`config.mk`:
```
export PLATFORM = sky130hd
export DESIGN_NAME = mem_port_arbiter
export DESIGN_NICKNAME = d
export VERILOG_FILES = /design/src/rtl/mem_port_arbiter.sv
export SDC_FILE = /design/constraint.sdc
export NUM_CORES = 1
export LEC_CHECK = 0
export CAP_MARGIN = 10
export CORE_UTILIZATION = 43
export DETAILED_ROUTE_END_ITERATION = 12
export PLACE_DENSITY = 0.91
export SYNTH_ARGS = -nofsm -noshare
export SYNTH_HDL_FRONTEND = slang
export SYNTH_SLANG_ARGS = --single-unit
```
`constraint.sdc`:
```
create_clock -name clk -period 5.65 [get_ports clk]
set_clock_uncertainty 0.1 [all_clocks]
set_input_delay 0.8475 -clock clk [delete_from_list [all_inputs] [get_ports clk]]
set_output_delay 0.8475 -clock clk [all_outputs]
set_load 0.02 [all_outputs]
```
`src/rtl/mem_port_arbiter.sv`:
```
// Round-robin arbiter sharing one RAM port between instruction fetch (port 0)
// and data load/store (port 1), with MOC handshake, done pulse and timeout abort.
module mem_port_arbiter #(
  parameter int ADDR_W  = 32,
  parameter int DATA_W  = 32,
  parameter int TIMEOUT = 15
) (
  input  logic              clk,
  input  logic              reset,
  input  logic              req0_valid,
  input  logic              req0_rw,
  input  logic [ADDR_W-1:0] req0_addr,
  input  logic [DATA_W-1:0] req0_wdata,
  output logic              req0_done,
  input  logic              req1_valid,
  input  logic              req1_rw,
  input  logic [ADDR_W-1:0] req1_addr,
  input  logic [DATA_W-1:0] req1_wdata,
  output logic              req1_done,
  output logic [DATA_W-1:0] rdata,
  output logic              err,
  output logic [1:0]        grant,
  output logic              mem_enable,
  output logic              mem_rw,
  output logic [ADDR_W-1:0] mem_addr,
  output logic [DATA_W-1:0] mem_wdata,
  input  logic [DATA_W-1:0] mem_rdata,
  input  logic              mem_moc
);

  // state   | meaning
  // IDLE    | no owner, sample requests and pick a winner
  // ACCESS  | mem_enable high, waiting for MOC or timeout
  // RELEASE | done/err pulse, then wait for MOC to drop
  localparam logic [1:0] IDLE    = 2'd0;
  localparam logic [1:0] ACCESS  = 2'd1;
  localparam logic [1:0] RELEASE = 2'd2;

  localparam logic [7:0] lastCount = 8'(TIMEOUT - 1);

  logic [1:0] state;
  logic       lastGrant;
  logic [7:0] counter;
  logic       pickOne;

  // Port 1 wins when it is the only requester, or on a tie when port 0 went last.
  assign pickOne = req1_valid & (~req0_valid | ~lastGrant);

  always_ff @(posedge clk or negedge reset) begin
    if (!reset) begin
      state      <= IDLE;
      grant      <= 2'b00;
      mem_enable <= 1'b0;
      mem_rw     <= 1'b1;
      mem_addr   <= '0;
      mem_wdata  <= '0;
      rdata      <= '0;
      err        <= 1'b0;
      req0_done  <= 1'b0;
      req1_done  <= 1'b0;
      lastGrant  <= 1'b1;
      counter    <= 8'd0;
    end else begin
      case (state)
        IDLE: begin
          if (req0_valid || req1_valid) begin
            if (pickOne) begin
              mem_addr  <= req1_addr;
              mem_rw    <= req1_rw;
              mem_wdata <= req1_wdata;
              grant     <= 2'b10;
            end else begin
              mem_addr  <= req0_addr;
              mem_rw    <= req0_rw;
              mem_wdata <= req0_wdata;
              grant     <= 2'b01;
            end
            lastGrant  <= pickOne;
            mem_enable <= 1'b1;
            counter    <= 8'd0;
            state      <= ACCESS;
          end
        end
        ACCESS: begin
          // MOC takes priority over a coincident timeout.
          if (mem_moc) begin
            if (mem_rw) rdata <= mem_rdata;
            err        <= 1'b0;
            req0_done  <= grant[0];
            req1_done  <= grant[1];
            mem_enable <= 1'b0;
            counter    <= 8'd0;
            state      <= RELEASE;
          end else if (counter == lastCount) begin
            rdata      <= '0;
            err        <= 1'b1;
            req0_done  <= grant[0];
            req1_done  <= grant[1];
            mem_enable <= 1'b0;
            counter    <= 8'd0;
            state      <= RELEASE;
          end else if (counter != 8'hFF) begin
            counter <= counter + 8'd1;
          end
        end
        RELEASE: begin
          req0_done <= 1'b0;
          req1_done <= 1'b0;
          err       <= 1'b0;
          // A stuck-high MOC must not hold the port forever.
          if (!mem_moc || counter == lastCount) begin
            grant <= 2'b00;
            state <= IDLE;
          end else if (counter != 8'hFF) begin
            counter <= counter + 8'd1;
          end
        end
        default: begin
          state      <= IDLE;
          grant      <= 2'b00;
          mem_enable <= 1'b0;
          req0_done  <= 1'b0;
          req1_done  <= 1'b0;
          err        <= 1'b0;
        end
      endcase
    end
  end

endmodule
```
run_1/metal_density.png
(3 px per µm) 22 x 22 tiles, from white (low) to dark blue (high), scaled to the fullest tile. Values are wire area over tile area, all layers added.
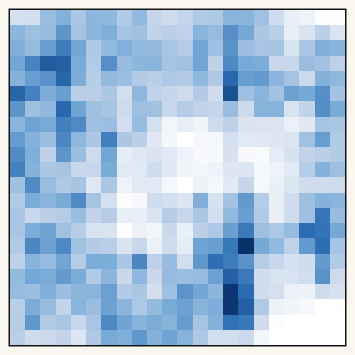
tiles over half the peak = 20%
densest ninth of the die = north-west
fullest tile = 0.64
GRT Util Overall: 28.26%
Post-Route WL: 16810 µm
routed len/inst: 19.03 µm
DR vias: 4852

run_1/detail.png
Region (41, 18) to (71, 48) µm. Cells in gray, sequential cells in the stronger gray; small squares are vias.
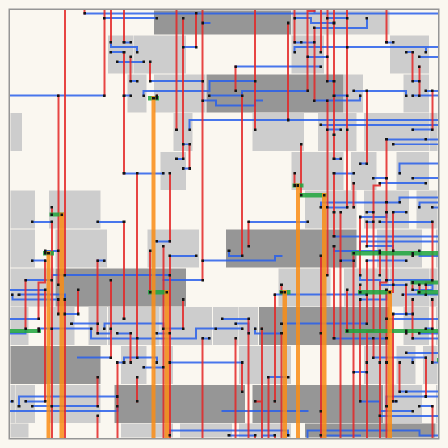
blue -> metal 1
orange -> metal 4
green -> metal 3
red -> metal 2
netlist names of flops here include = mem_addr (3), counter (2)
most frequent = clkdlybuf4s50_1 (9), nand2_1 (7)
sequential cells in the window = 8
cells with their middle in the window = 50

run_1/logic_types.png
(4 px per µm)
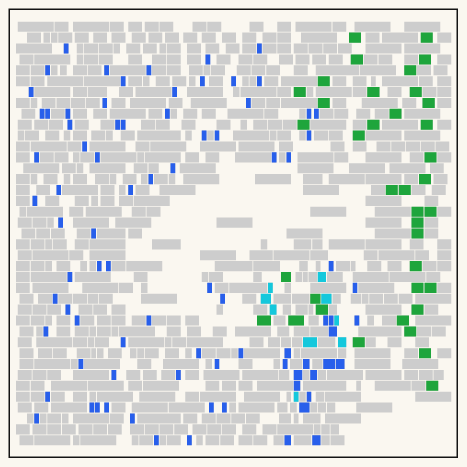
cyan -> nor cells  # cells 9
blue -> nand cells  # cells 83
green -> non-inverting ao/oa cells  # cells 38
non-filler cells, final: 883
most frequent logic cell in the layout: clkdlybuf4s50_1
logic share of the area: 24.99%

run_1/layer_met4.png
(4 px per µm) Supply wires on this layer in gray.
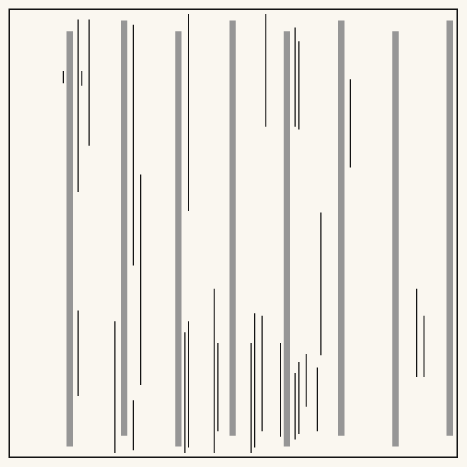
wire length on this layer = 774 µm
nets with wire on the layer = 26

==> impl_metrics.csv, run 1 <==
group,metric,value,unit
outcome,status,"complete, but fails checks",
outcome,violations,"design-rule violations",
floorplan,tap_cells,143,
synth,yosysUniqueCellTypes,49,
synth,ff_type,"dfrtp_1",
layout,buf_share,31.88,%
layout,drive_gt1_share,5.819,%
layout,clock_area_share,7.504,%
global_route,grt_pass1_vias,5107,
sta,setup_viol,0,
layout,largest_class,"flip-flops and latches",
clock_tree,clock.latency.late_pin,0.41,ns
placement,placed_cells,850,
synth,syn-instance-count,467,
sta,slew_violations,0,
floorplan,ios,270,
placement,hpwl,11910,µm
global_route,antenna_found_initial,1,
pwr,vdd_drop_max,402.2,µV
global_route,grt_util_met3,8.982,%
job,warnings,30,
drt,wl_met2,8806,µm
floorplan,dieHeight,111.6,µm
setup_path,required,5.81,ns
sta,hold-worst-slack,0.3774,ns
global_route,grt_busiest_layer,"met2",
global_route,grt_pass1_wl,26760,µm
clock_tree,numCtsBuffers,17,
sta,setup_tns,0,ns
setup_path,crit_type,"in2reg",
clock_tree,htree_levels,4,
drt,drc,16,
placement,post-place-ws,2.259,ns
clock_tree,ctsHoldBuffers,0,
synth,ys_chip_area,0.005169,mm²
synth,synth_warnings,0,
synth,edf_count,0,
clock_tree,root_buffer,"clkbuf_16",
synth,floorplan.nets,640,
floorplan,die.size.x,111.6,µm
layout,clock_buffers,22,
setup_path,crit_path_start_kind,"input port",
sta,rsz0062_at_grt,"false",
global_route,grt-ovfl-total,0,
floorplan,fp-row-count,39,
drt,drt-met1-wl,5954,µm
pwr,p_leak,3.680,nW
synth,ys_sh_adder,1.452,%
layout,final_cell_mix,"clkdlybuf4s50_1, dfrtp_1, nand2_1",
layout,design_area,0.008587,mm²
layout,buffers,272,
synth,synth-seq-cells,114,
sta,layout_setup_ws,2.648,ns
drt,dr.pass1.iters,10,
floorplan,die_area,0.01246,mm²
clock_tree,cts_setup_buffers,0,
sta,fin_crit_sh,53.14,%
synth,ys_cells,467,
layout,logic_area,0.002146,mm²
synth,synth_seq_share,55.24,%
setup_path,worstSetupEndpointType,"flip-flop",
synth,xor_area_share,0,%
clock_tree,clkSinkCount,114,
layout,post-route-util,74.25,%
placement,globalplace.congestion,0.8424,
global_route,grt_max_degree,88,
pwr,finalPower,4.764,mW
sta,fin_crit,3.002,ns
layout,inv_count,6,
drt,final_antenna_net_count,0,
global_route,use_met1,29.53,%
setup_path,critPathMaxFanout,42,
synth,ys_sh_mux,13.00,%
clock_tree,tritoncts,"yes",
clock_tree,cts_resized,0,
clock_tree,clockBufferDepth,2,
run 1: sequential cells by signal, indices dropped and copies added (netlist names), 2 cells and up:
| register | cells |
|---|---|
| mem_addr | 32 |
| mem_wdata | 32 |
| rdata | 32 |
| counter | 8 |
| grant | 2 |
| state | 2 |
run 1: synth_stat cells (all sizes together) (4+ instances only):
| library cell | instances | area share [%] |
|---|---|---|
| nand3 | 5 | 0.48 |
| clkbuf | 17 | 1.2 |
| a22o | 32 | 5.4 |
| dfrtp | 112 | 54 |
| a21oi | 4 | 0.39 |
| ha | 6 | 1.5 |
| o31ai | 5 | 0.82 |
| o21ai | 74 | 7.2 |
| nand2 | 73 | 5.3 |
| inv | 6 | 0.44 |
| buf | 15 | 2.0 |
| mux2i | 66 | 13 |
| a31oi | 9 | 1.1 |
run 1: power breakdown:
group          leakage (nW)  internal, mW  switching, mW
Combinational          1.94          1.03           1.15
Clock                 0.310         0.803          0.365
Sequential             1.43          1.19          0.227
run 1: cells by family after synthesis:
kind of cell    count (synthesis)
compound gates                141
fa+ha+maj                       6
buf+inv                        38
flops                         114
mux                            67
simple gates                  101
run 1: worst max-delay path, stage by stage:
cell             delay, ns
clkdlybuf4s50_1       0.59
a21boi_4              0.93
buf_12                0.37
mux2i_1               0.24
o21ai_1               0.13
run 1: worst paths after layout:
check | start | end | slack (ns) | depth (start not counted)
min in group asynchronous | reset | rdata[5] | 0.42 | 1
hold reg to reg | mem_addr[13] | mem_addr[13] | 0.38 | 2
setup reg to reg | state[0] | counter[5] | 3.24 | 6
setup / recovery | req1_valid | mem_addr[5] | 2.65 | 5
hold / removal | mem_addr[13] | mem_addr[13] | 0.38 | 2
max in group asynchronous | reset | rdata[9] | 3.84 | 2
==> run 1 -> run 2 <==
--- a/config.mk
+++ b/config.mk
@@ -6,9 +6,9 @@
 export NUM_CORES = 1
 export LEC_CHECK = 0
 export CAP_MARGIN = 10
-export CORE_UTILIZATION = 43
+export CORE_UTILIZATION = 40
 export DETAILED_ROUTE_END_ITERATION = 12
-export PLACE_DENSITY = 0.91
+export PLACE_DENSITY = 0.86
 export SYNTH_ARGS = -nofsm -noshare
 export SYNTH_HDL_FRONTEND = slang
 export SYNTH_SLANG_ARGS = --single-unit
==> constraint.sdc (replaced) <==
create_clock -name clk -period 3.1 [get_ports clk]
set_clock_uncertainty 0.1 [all_clocks]
set_input_delay 0.465 -clock clk [delete_from_list [all_inputs] [get_ports clk]]
set_output_delay 0.465 -clock clk [all_outputs]
set_load 0.02 [all_outputs]
run_2/logic_types.png
(4 px per µm)
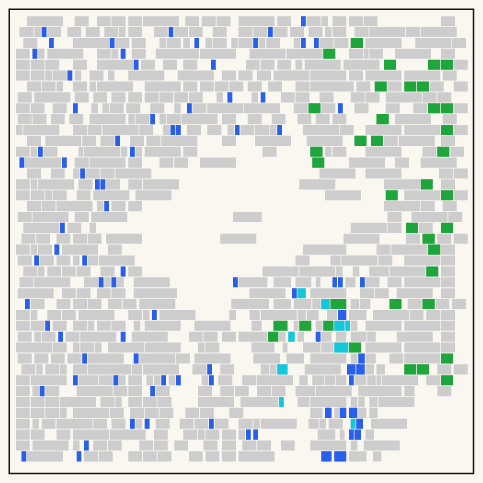
blue -> nand cells  # cells 83, where spread over the die
green -> non-inverting ao/oa cells  # cells 38
cyan -> nor cells  # cells 9
logic share of the area: 24.65%
non-filler cells, final: 916

run_2/detail.png
Region (43, 20) to (73, 50) µm. Cells in gray, sequential cells in the stronger gray; small squares are vias.
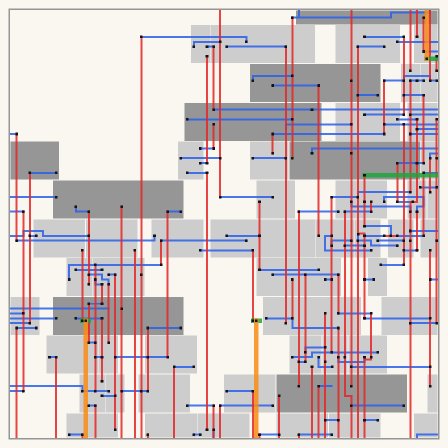
green -> metal 3
red -> metal 2
orange -> metal 4
blue -> metal 1
cells with their middle in the window = 48
sequential cells in the window = 6
most frequent = clkdlybuf4s50_1 (12), o21ai_1 (5), dfrtp_1 (5)
netlist names of flops here include = mem_addr (2), state (2)

==> impl_metrics.csv, run 2 <==
group,metric,value,unit
pwr,p_clk_share,25.5,%
synth,area_leaders,"dfrtp_1, mux2i_1, o21ai_1",
global_route,grt_pass1_wl,24910,µm
setup_path,crit_type,"reg2reg",
global_route,antenna_found_initial,0,
layout,reg_top3,"mem_addr x32, mem_wdata x32, rdata x32",
synth,yosysTopAreaCell,"dfrtp_1",
pwr,vdd_drop_max,501.9,µV
pwr,p_sw_share,35.85,%
clock_tree,htree_levels,4,
global_route,grt_usage,24.71,%
sta,setup_tns,0,ns
synth,top_area_share,54.22,%
drt,avgRoutedWirePerCell,17.62,µm
synth,synth-seq-cells,114,
synth,synth_seq_share,55.24,%
drt,final_antenna_net_count,0,
synth,ff_type,"dfrtp_1",
floorplan,ios,270,
sta,fin_crit_sh,77.19,%
layout,final_cell_mix,"clkdlybuf4s50_1, dfrtp_1, nand2_1",
placement,globalplace.congestion,0.8269,
placement,post-place-ws,0.6066,ns
drt,vias,4720,
clock_tree,clock.latency.late_pin,0.41,ns
setup_path,critPathMaxFanout,14,
sta,layout_setup_ws,0.7073,ns
global_route,grt_pass1_vias,4986,
drt,totalWireLength,16140,µm
sta,fin_crit,2.393,ns
synth,syn-instance-count,467,
clock_tree,tritoncts,"yes",
floorplan,fp-row-count,41,
synth,yosys.cell_count.top_type,"dfrtp_1",
clock_tree,root_buffer,"clkbuf_16",
setup_path,required,3.25,ns
job,warnings,30,
synth,ys_chip_area,0.005169,mm²
pwr,finalPower,8.754,mW
drt,drc,0,
setup_path,worstSetupEndpointType,"flip-flop",
clock_tree,cts_setup_buffers,0,
synth,floorplan.nets,640,
placement,placed_cells,883,
sta,setup_viol,0,
global_route,grt_max_degree,89,
clock_tree,ctsHoldBuffers,1,
pwr,internal_power,5.616,mW
sta,slew_violations,0,
synth,synthTopCellsByCount,"dfrtp_1, nand2_1, o21ai_1",
synth,yosysUniqueCellTypes,49,
sta,rsz0062_at_grt,"false",
outcome,status,"completed",
layout,post-route-util,68.99,%
clock_tree,cts_resized,0,
floorplan,die_area,0.01338,mm²
pwr,seqPwrFrac,29.3,%
[run 2: layout make-up]
cell class	count	area, µm²
well taps	172	215.2
multi-input cells	315	2146
fillers	927	3914
clock inverters	10	202.7
inverters	6	22.52
repair buffers	277	2790
clock buffers	22	474.2
flip-flops and latches	114	2855
[run 2: cell families (layout without fill, tap and decap cells)]
kind of cell / count (synthesis) / after routing / share of synthesized area (%)
AOI/OAI and AO/OA: 141 / 141 / 17.74
DFF: 114 / 114 / 55.24
and+or+nand+nor: 101 / 101 / 8.884
muxes: 67 / 67 / 13.00
buffers and inverters: 38 / 315 / 3.679
adders and majority gates: 6 / 6 / 1.452
[run 2: power by group through the flow]
stage | combinational, mW | sequential, mW | clock, mW
2_1_floorplan | 1.31 | 3.29 | 0
3_3_place_gp | 3.84 | 2.53 | 0
3_5_place_dp | 3.94 | 2.58 | 0
4_1_cts | 3.98 | 2.57 | 2.27
5_1_grt | 4.24 | 2.64 | 2.34
6_report | 3.95 | 2.57 | 2.23
[run 2: worst paths after layout]
check	from	to	slack (ns)	cells after the start
min	mem_addr[5]	mem_addr[5]	0.39	2
max	state[0]	counter[3]	0.71	6
min reg2reg	mem_addr[5]	mem_addr[5]	0.39	2
max reg2reg	state[0]	counter[3]	0.71	6
min in group asynchronous	reset	counter[7]	0.47	2
max in group asynchronous	reset	mem_wdata[16]	1.69	3
[run 2: critical path, stage by stage, from the launching register on]
cell	delay, ns
dfrtp_1	0.38
inv_1	0.09
ha_1	0.38
nor3b_1	0.26
or2_1	0.27
a21oi_1	0.56
a31oi_1	0.18
[run 2: routing by layer]
metal,GRT usage [%],up-vias,part of all wire (%)
met5,0,-,0
met4,11.97,0,2.7
met3,8.264,36,8.4
met2,45.11,221,53
met1,25.37,2247,36
li1,-,2216,-
Power figures rest on the tool's default switching activity, not on a simulated workload.
